## config.mk

```make
export PLATFORM = sky130hd
export DESIGN_NAME = cpu_controller_flat
export DESIGN_NICKNAME = d
export VERILOG_FILES = /design/src/rtl/cpu_controller_if.sv /design/src/rtl/cpu_controller.sv /design/src/flat_wrapper.sv
export SDC_FILE = /design/constraint.sdc
export NUM_CORES = 1
export LEC_CHECK = 0
export CORE_ASPECT_RATIO = 1.4
export CORE_MARGIN = 2
export CORE_UTILIZATION = 38
export DETAILED_ROUTE_END_ITERATION = 7
export PLACE_DENSITY = 0.8
export SYNTH_ARGS = -nofsm -noshare
export SYNTH_HDL_FRONTEND = slang
export SYNTH_SLANG_ARGS = --single-unit
export TNS_END_PERCENT = 1
```

## constraint.sdc

```tcl
create_clock -name clk -period 2 [get_ports clk]
set_input_delay 0.3 -clock clk [delete_from_list [all_inputs] [get_ports clk]]
set_output_delay 0.3 -clock clk [all_outputs]
set_load 0.005 [all_outputs]
```

## src/rtl/cpu_controller_if.sv

```systemverilog
// Control-bus bundle between the controller and its host/datapath: instruction
// load/start handshake in, datapath control strobes and immediates out.
interface cpu_controller_if #(
  parameter int IR_W = 16,
  parameter int RN_W = 3
);
  logic            s;
  logic            load;
  logic [IR_W-1:0] in;
  logic [RN_W-1:0] readnum;
  logic [RN_W-1:0] writenum;
  logic            write;
  logic [2:0]      vsel;
  logic            loada;
  logic            loadb;
  logic            asel;
  logic            bsel;
  logic            loadc;
  logic            loads;
  logic [1:0]      shift;
  logic [1:0]      ALUop;
  logic [IR_W-1:0] sximm8;
  logic [IR_W-1:0] sximm5;
  logic            w;

  modport master (
    output s, load, in,
    input  readnum, writenum, write, vsel, loada, loadb, asel, bsel,
           loadc, loads, shift, ALUop, sximm8, sximm5, w
  );

  modport slave (
    input  s, load, in,
    output readnum, writenum, write, vsel, loada, loadb, asel, bsel,
           loadc, loads, shift, ALUop, sximm8, sximm5, w
  );
endinterface

```

## src/rtl/cpu_controller.sv

```systemverilog
// Simple RISC Machine control unit: instruction register, decoder and a Moore
// FSM that sequences the datapath strobes for MOV/ADD/CMP/AND/MVN.
module cpu_controller #(
  parameter int IR_W = 16,
  parameter int RN_W = 3
) (
  input  logic              clk,
  input  logic              reset,
  cpu_controller_if.slave   bus
);

  typedef enum logic [2:0] {
    ST_WAIT      = 3'd0,
    ST_DECODE    = 3'd1,
    ST_GET_A     = 3'd2,
    ST_GET_B     = 3'd3,
    ST_ALU       = 3'd4,
    ST_WRITE_REG = 3'd5,
    ST_WRITE_IMM = 3'd6
  } state_t;

  localparam logic [2:0] VSEL_C     = 3'b001;
  localparam logic [2:0] VSEL_IMM8  = 3'b011;

  function automatic logic [IR_W-1:0] sext8(input logic [7:0] v);
    sext8 = {{(IR_W-8){v[7]}}, v};
  endfunction

  function automatic logic [IR_W-1:0] sext5(input logic [4:0] v);
    sext5 = {{(IR_W-5){v[4]}}, v};
  endfunction

  state_t          state_r;
  state_t          next_state_s;
  logic [IR_W-1:0] ir_r;

  logic [2:0]      opcode_s;
  logic [1:0]      op_s;
  logic [RN_W-1:0] rn_s;
  logic [RN_W-1:0] rd_s;
  logic [RN_W-1:0] rm_s;
  logic            is_mov_imm_s;
  logic            is_mov_reg_s;
  logic            is_add_s;
  logic            is_cmp_s;
  logic            is_and_s;
  logic            is_mvn_s;

  logic [RN_W-1:0] readnum_s;
  logic [RN_W-1:0] writenum_s;
  logic            write_s;
  logic [2:0]      vsel_s;
  logic            loada_s;
  logic            loadb_s;
  logic            asel_s;
  logic            bsel_s;
  logic            loadc_s;
  logic            loads_s;
  logic [1:0]      aluop_s;

  assign opcode_s = ir_r[15:13];
  assign op_s     = ir_r[12:11];
  assign rn_s     = ir_r[10:8];
  assign rd_s     = ir_r[7:5];
  assign rm_s     = ir_r[2:0];

  assign is_mov_imm_s = (opcode_s == 3'b110) && (op_s == 2'b10);
  assign is_mov_reg_s = (opcode_s == 3'b110) && (op_s == 2'b00);
  assign is_add_s     = (opcode_s == 3'b101) && (op_s == 2'b00);
  assign is_cmp_s     = (opcode_s == 3'b101) && (op_s == 2'b01);
  assign is_and_s     = (opcode_s == 3'b101) && (op_s == 2'b10);
  assign is_mvn_s     = (opcode_s == 3'b101) && (op_s == 2'b11);

  // State register; reset aborts any instruction in flight.
  always_ff @(posedge clk or posedge reset) begin
    if (reset) begin
      state_r <= ST_WAIT;
    end else begin
      state_r <= next_state_s;
    end
  end

  // Instruction register, writable only while idle.
  always_ff @(posedge clk or posedge reset) begin
    if (reset) begin
      ir_r <= {IR_W{1'b0}};
    end else if (bus.load && (state_r == ST_WAIT)) begin
      ir_r <= bus.in;
    end else begin
      ir_r <= ir_r;
    end
  end

  // Next-state and Moore strobe decode.
  always_comb begin
    next_state_s = state_r;
    readnum_s    = {RN_W{1'b0}};
    writenum_s   = {RN_W{1'b0}};
    write_s      = 1'b0;
    vsel_s       = VSEL_C;
    loada_s      = 1'b0;
    loadb_s      = 1'b0;
    asel_s       = 1'b0;
    bsel_s       = 1'b0;
    loadc_s      = 1'b0;
    loads_s      = 1'b0;

    case (state_r)
      ST_WAIT: begin
        if (bus.s) begin
          next_state_s = ST_DECODE;
        end else begin
          next_state_s = ST_WAIT;
        end
      end
      ST_DECODE: begin
        if (is_mov_imm_s) begin
          next_state_s = ST_WRITE_IMM;
        end else if (is_mov_reg_s || is_mvn_s) begin
          next_state_s = ST_GET_B;
        end else if (is_add_s || is_cmp_s || is_and_s) begin
          next_state_s = ST_GET_A;
        end else begin
          next_state_s = ST_WAIT;
        end
      end
      ST_GET_A: begin
        readnum_s    = rn_s;
        loada_s      = 1'b1;
        next_state_s = ST_GET_B;
      end
      ST_GET_B: begin
        readnum_s    = rm_s;
        loadb_s      = 1'b1;
        next_state_s = ST_ALU;
      end
      ST_ALU: begin
        // Single-operand ops pass Rm through by zeroing the A side.
        if (is_mov_reg_s || is_mvn_s) begin
          asel_s = 1'b1;
        end else begin
          asel_s = 1'b0;
        end
        if (is_cmp_s) begin
          loads_s      = 1'b1;
          next_state_s = ST_WAIT;
        end else begin
          loadc_s      = 1'b1;
          next_state_s = ST_WRITE_REG;
        end
      end
      ST_WRITE_REG: begin
        writenum_s   = rd_s;
        vsel_s       = VSEL_C;
        write_s      = 1'b1;
        next_state_s = ST_WAIT;
      end
      ST_WRITE_IMM: begin
        writenum_s   = rn_s;
        vsel_s       = VSEL_IMM8;
        write_s      = 1'b1;
        next_state_s = ST_WAIT;
      end
      default: begin
        next_state_s = ST_WAIT;
      end
    endcase
  end

  // ALU op comes straight from the IR, except MOV-reg which is a plain pass.
  always_comb begin
    if (is_mov_reg_s) begin
      aluop_s = 2'b00;
    end else begin
      aluop_s = op_s;
    end
  end

  assign bus.readnum  = readnum_s;
  assign bus.writenum = writenum_s;
  assign bus.write    = write_s;
  assign bus.vsel     = vsel_s;
  assign bus.loada    = loada_s;
  assign bus.loadb    = loadb_s;
  assign bus.asel     = asel_s;
  assign bus.bsel     = bsel_s;
  assign bus.loadc    = loadc_s;
  assign bus.loads    = loads_s;
  assign bus.shift    = ir_r[4:3];
  assign bus.ALUop    = aluop_s;
  assign bus.sximm8   = sext8(ir_r[7:0]);
  assign bus.sximm5   = sext5(ir_r[4:0]);
  assign bus.w        = (state_r == ST_WAIT);

endmodule

```

## src/flat_wrapper.sv

```systemverilog
// flat-port wrapper written by rule: the top's interface ports become plain ports
module cpu_controller_flat 
#(
  parameter int IR_W = 16,
  parameter int RN_W = 3
)
  (clk, reset, bus_s, bus_load, bus_in, bus_readnum, bus_writenum, bus_write, bus_vsel, bus_loada, bus_loadb, bus_asel, bus_bsel, bus_loadc, bus_loads, bus_shift, bus_ALUop, bus_sximm8, bus_sximm5, bus_w);
  cpu_controller_if #(.IR_W(IR_W), .RN_W(RN_W)) bus_i ();
  input  logic clk;
  input  logic reset;
  input wire logic [$bits(bus_i.s)-1:0] bus_s;
  input wire logic [$bits(bus_i.load)-1:0] bus_load;
  input wire logic [$bits(bus_i.in)-1:0] bus_in;
  output wire logic [$bits(bus_i.readnum)-1:0] bus_readnum;
  output wire logic [$bits(bus_i.writenum)-1:0] bus_writenum;
  output wire logic [$bits(bus_i.write)-1:0] bus_write;
  output wire logic [$bits(bus_i.vsel)-1:0] bus_vsel;
  output wire logic [$bits(bus_i.loada)-1:0] bus_loada;
  output wire logic [$bits(bus_i.loadb)-1:0] bus_loadb;
  output wire logic [$bits(bus_i.asel)-1:0] bus_asel;
  output wire logic [$bits(bus_i.bsel)-1:0] bus_bsel;
  output wire logic [$bits(bus_i.loadc)-1:0] bus_loadc;
  output wire logic [$bits(bus_i.loads)-1:0] bus_loads;
  output wire logic [$bits(bus_i.shift)-1:0] bus_shift;
  output wire logic [$bits(bus_i.ALUop)-1:0] bus_ALUop;
  output wire logic [$bits(bus_i.sximm8)-1:0] bus_sximm8;
  output wire logic [$bits(bus_i.sximm5)-1:0] bus_sximm5;
  output wire logic [$bits(bus_i.w)-1:0] bus_w;
  assign bus_i.s = bus_s;
  assign bus_i.load = bus_load;
  assign bus_i.in = bus_in;
  assign bus_readnum = bus_i.readnum;
  assign bus_writenum = bus_i.writenum;
  assign bus_write = bus_i.write;
  assign bus_vsel = bus_i.vsel;
  assign bus_loada = bus_i.loada;
  assign bus_loadb = bus_i.loadb;
  assign bus_asel = bus_i.asel;
  assign bus_bsel = bus_i.bsel;
  assign bus_loadc = bus_i.loadc;
  assign bus_loads = bus_i.loads;
  assign bus_shift = bus_i.shift;
  assign bus_ALUop = bus_i.ALUop;
  assign bus_sximm8 = bus_i.sximm8;
  assign bus_sximm5 = bus_i.sximm5;
  assign bus_w = bus_i.w;
  cpu_controller #(.IR_W(IR_W), .RN_W(RN_W)) u_core (.clk(clk), .reset(reset), .bus(bus_i));
endmodule
```

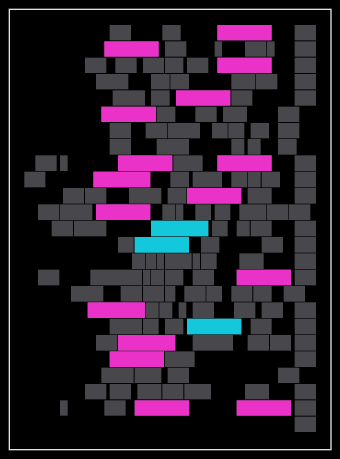
ff_map.png
(6 px per um)
- cyan: u_core.state_r (placed flops 3)
- magenta: u_core.ir_r (placed flops 16)

==> summary.rpt <==
IMPLEMENTATION SUMMARY REPORT
----------------------------------------------------
[GRT]
  Vias in the first global route ........................ 850
  Initial antenna violation count ........................ 0
  Pin count of the biggest net entering global routing ........................ 20
  First-pass GRT wire length ........................ 4.05 mm

[Logic synthesis]
  Yosys top cell by area ........................ dfrtp_1
  Yosys warnings ........................ 0
  Yosys aoi share ........................ 7.43%
  Avg Cell Area, Syn ........................ 11.0 um2
  Post-Synth Simple-Gate Area ........................ 12.9%
  Library cell with the highest instance count after synthesis ........................ buf_4
  Most area-consuming cells after synthesis ........................ dfrtp_1, buf_4, mux2_4
  Flip-flop cell with the highest count after synthesis ........................ dfrtp_1
  Area fraction of the dominant cell type after synthesis ........................ 36.6%
  Number of instances in the synthesized netlist ........................ 118
  Count of different cell masters after synthesis ........................ 31
  Share of synthesized area occupied by flip-flops and latches ........................ 36.6%
  Number of cell instances after yosys synthesis ........................ 118

[Place]
  Port Buffer Count ........................ 69
  Setup WS pre-CTS ........................ 0.0994 ns
  Area after detailed placement ........................ 1740 um2

[Worst setup path]
  Arrival time of data at the critical path endpoint ........................ 1.69 ns
  Worst Setup Path Type ........................ flop to output pin
  Critical Path Start ........................ u_core.state_r[0]
  Crit Reg-Reg Endpoint ........................ u_core.ir_r[6]
  Flop2flop setup slack ........................ 0.37 ns
  Critical-path cell list ........................ buf_4 -> nor3b_4 -> and2_1 -> clkdlybuf4s50_1
  Combined buffer and inverter count along the critical path ........................ 2
  Startpoint type of the worst setup path ........................ flop
  Crit path max fanout ........................ 6

[Power and ir drop]
  Logic pwr share ........................ 57.2%
  Total design power ........................ 0.00259 W
  Comb pwr ........................ 0.00148 W
  Heaviest power group ........................ combinational cells
  Internal power summed over all cells ........................ 0.00178 W
  Largest voltage drop on the vdd net ........................ 0.678 mV
  Net switching share of the total power ........................ 31.4%
  Switching pwr ........................ 0.000813 W

[Final timing]
  Number of hold-slack violations in the final timing report ........................ 0
  Worst slew margin relative to its limit ........................ 48.7%
  Final WS setup ........................ 0.00986 ns
  Setup-failing EPs final ........................ 0
  Fraction of the cycle the final worst path needs ........................ 99.5%
  Clk_skew ........................ 0.00508 ns

[Layout]
  Share of the core filled with cells ........................ 55.2%
  Tally of non-filler cells in the final layout ........................ 193
  Share of final-layout standard cells stronger than drive strength 1 ........................ 24.2%
  Diode insertion count for antenna repair ........................ 0

[Job]
  Count of tool warnings ........................ 28
  Max-cap viol count ........................ 0

[Hold path]
  Hold WC Path Type ........................ primary input to async pin

[Clock network]
  H-tree depth reported by CTS ........................ 1
  Number of buffers on the longest clock path ........................ 2
  # hold bufs at CTS ........................ 0
  Clock-pin slew on the worst setup and hold paths ........................ 0.07 ns
  Resized cells post-CTS ........................ 11
  Clock latency on the worst-skew pair ........................ 0.26 ns

[Floorplanning]
  IO Pins ........................ 73
  Chip area ........................ 3900 um2
  Core Area ........................ 3320 um2
  Die outline height ........................ 73.1 um
  Site Rows ........................ 25

[Run status]
  Outcome ........................ finished, final reports clean

[Routing]
  Total Routed Length ........................ 2.78 mm
  Vias after detailed routing ........................ 932

----------------------------------------------------
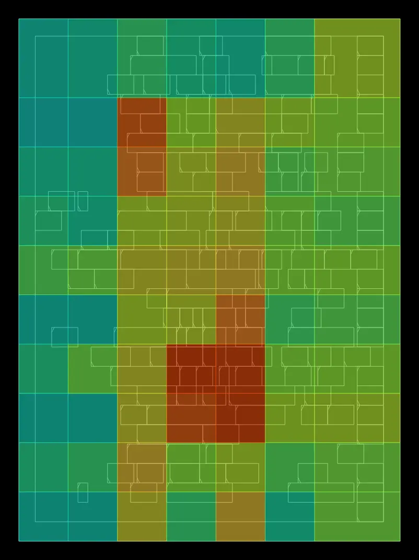
congestion_map.png
overall routing resource usage: 14.3%
most crowded layer after global routing: met2
M3 GR Usage: 2.25%

-- layer usage --
layer  track usage, %  routed length (um)  part of all wire, %  up-vias
met5                0                   0                    0        -
met4             6.84                  51                  1.8        0
met3             2.25                 236                  8.5        4
met2             27.8                1540                   56       57
met1             13.9                 942                   34      442
li1                 -                   -                    -      429
-- flip-flops by register name (all words and copies together), names as in the netlist --
signal          flops
u_core.ir_r        16
u_core.state_r      3
-- area by class of cell --
cell class / instances / area, um2 / area share (%)
clock buffer: 4 / 45.0 / 2.46
inverter: 2 / 7.51 / 0.410
sequential: 19 / 480 / 26.3
multi-input combinational: 55 / 526 / 28.7
tap: 40 / 50.0 / 2.74
timing repair buffer: 73 / 721 / 39.4
Power and IR drop assume default switching activity.
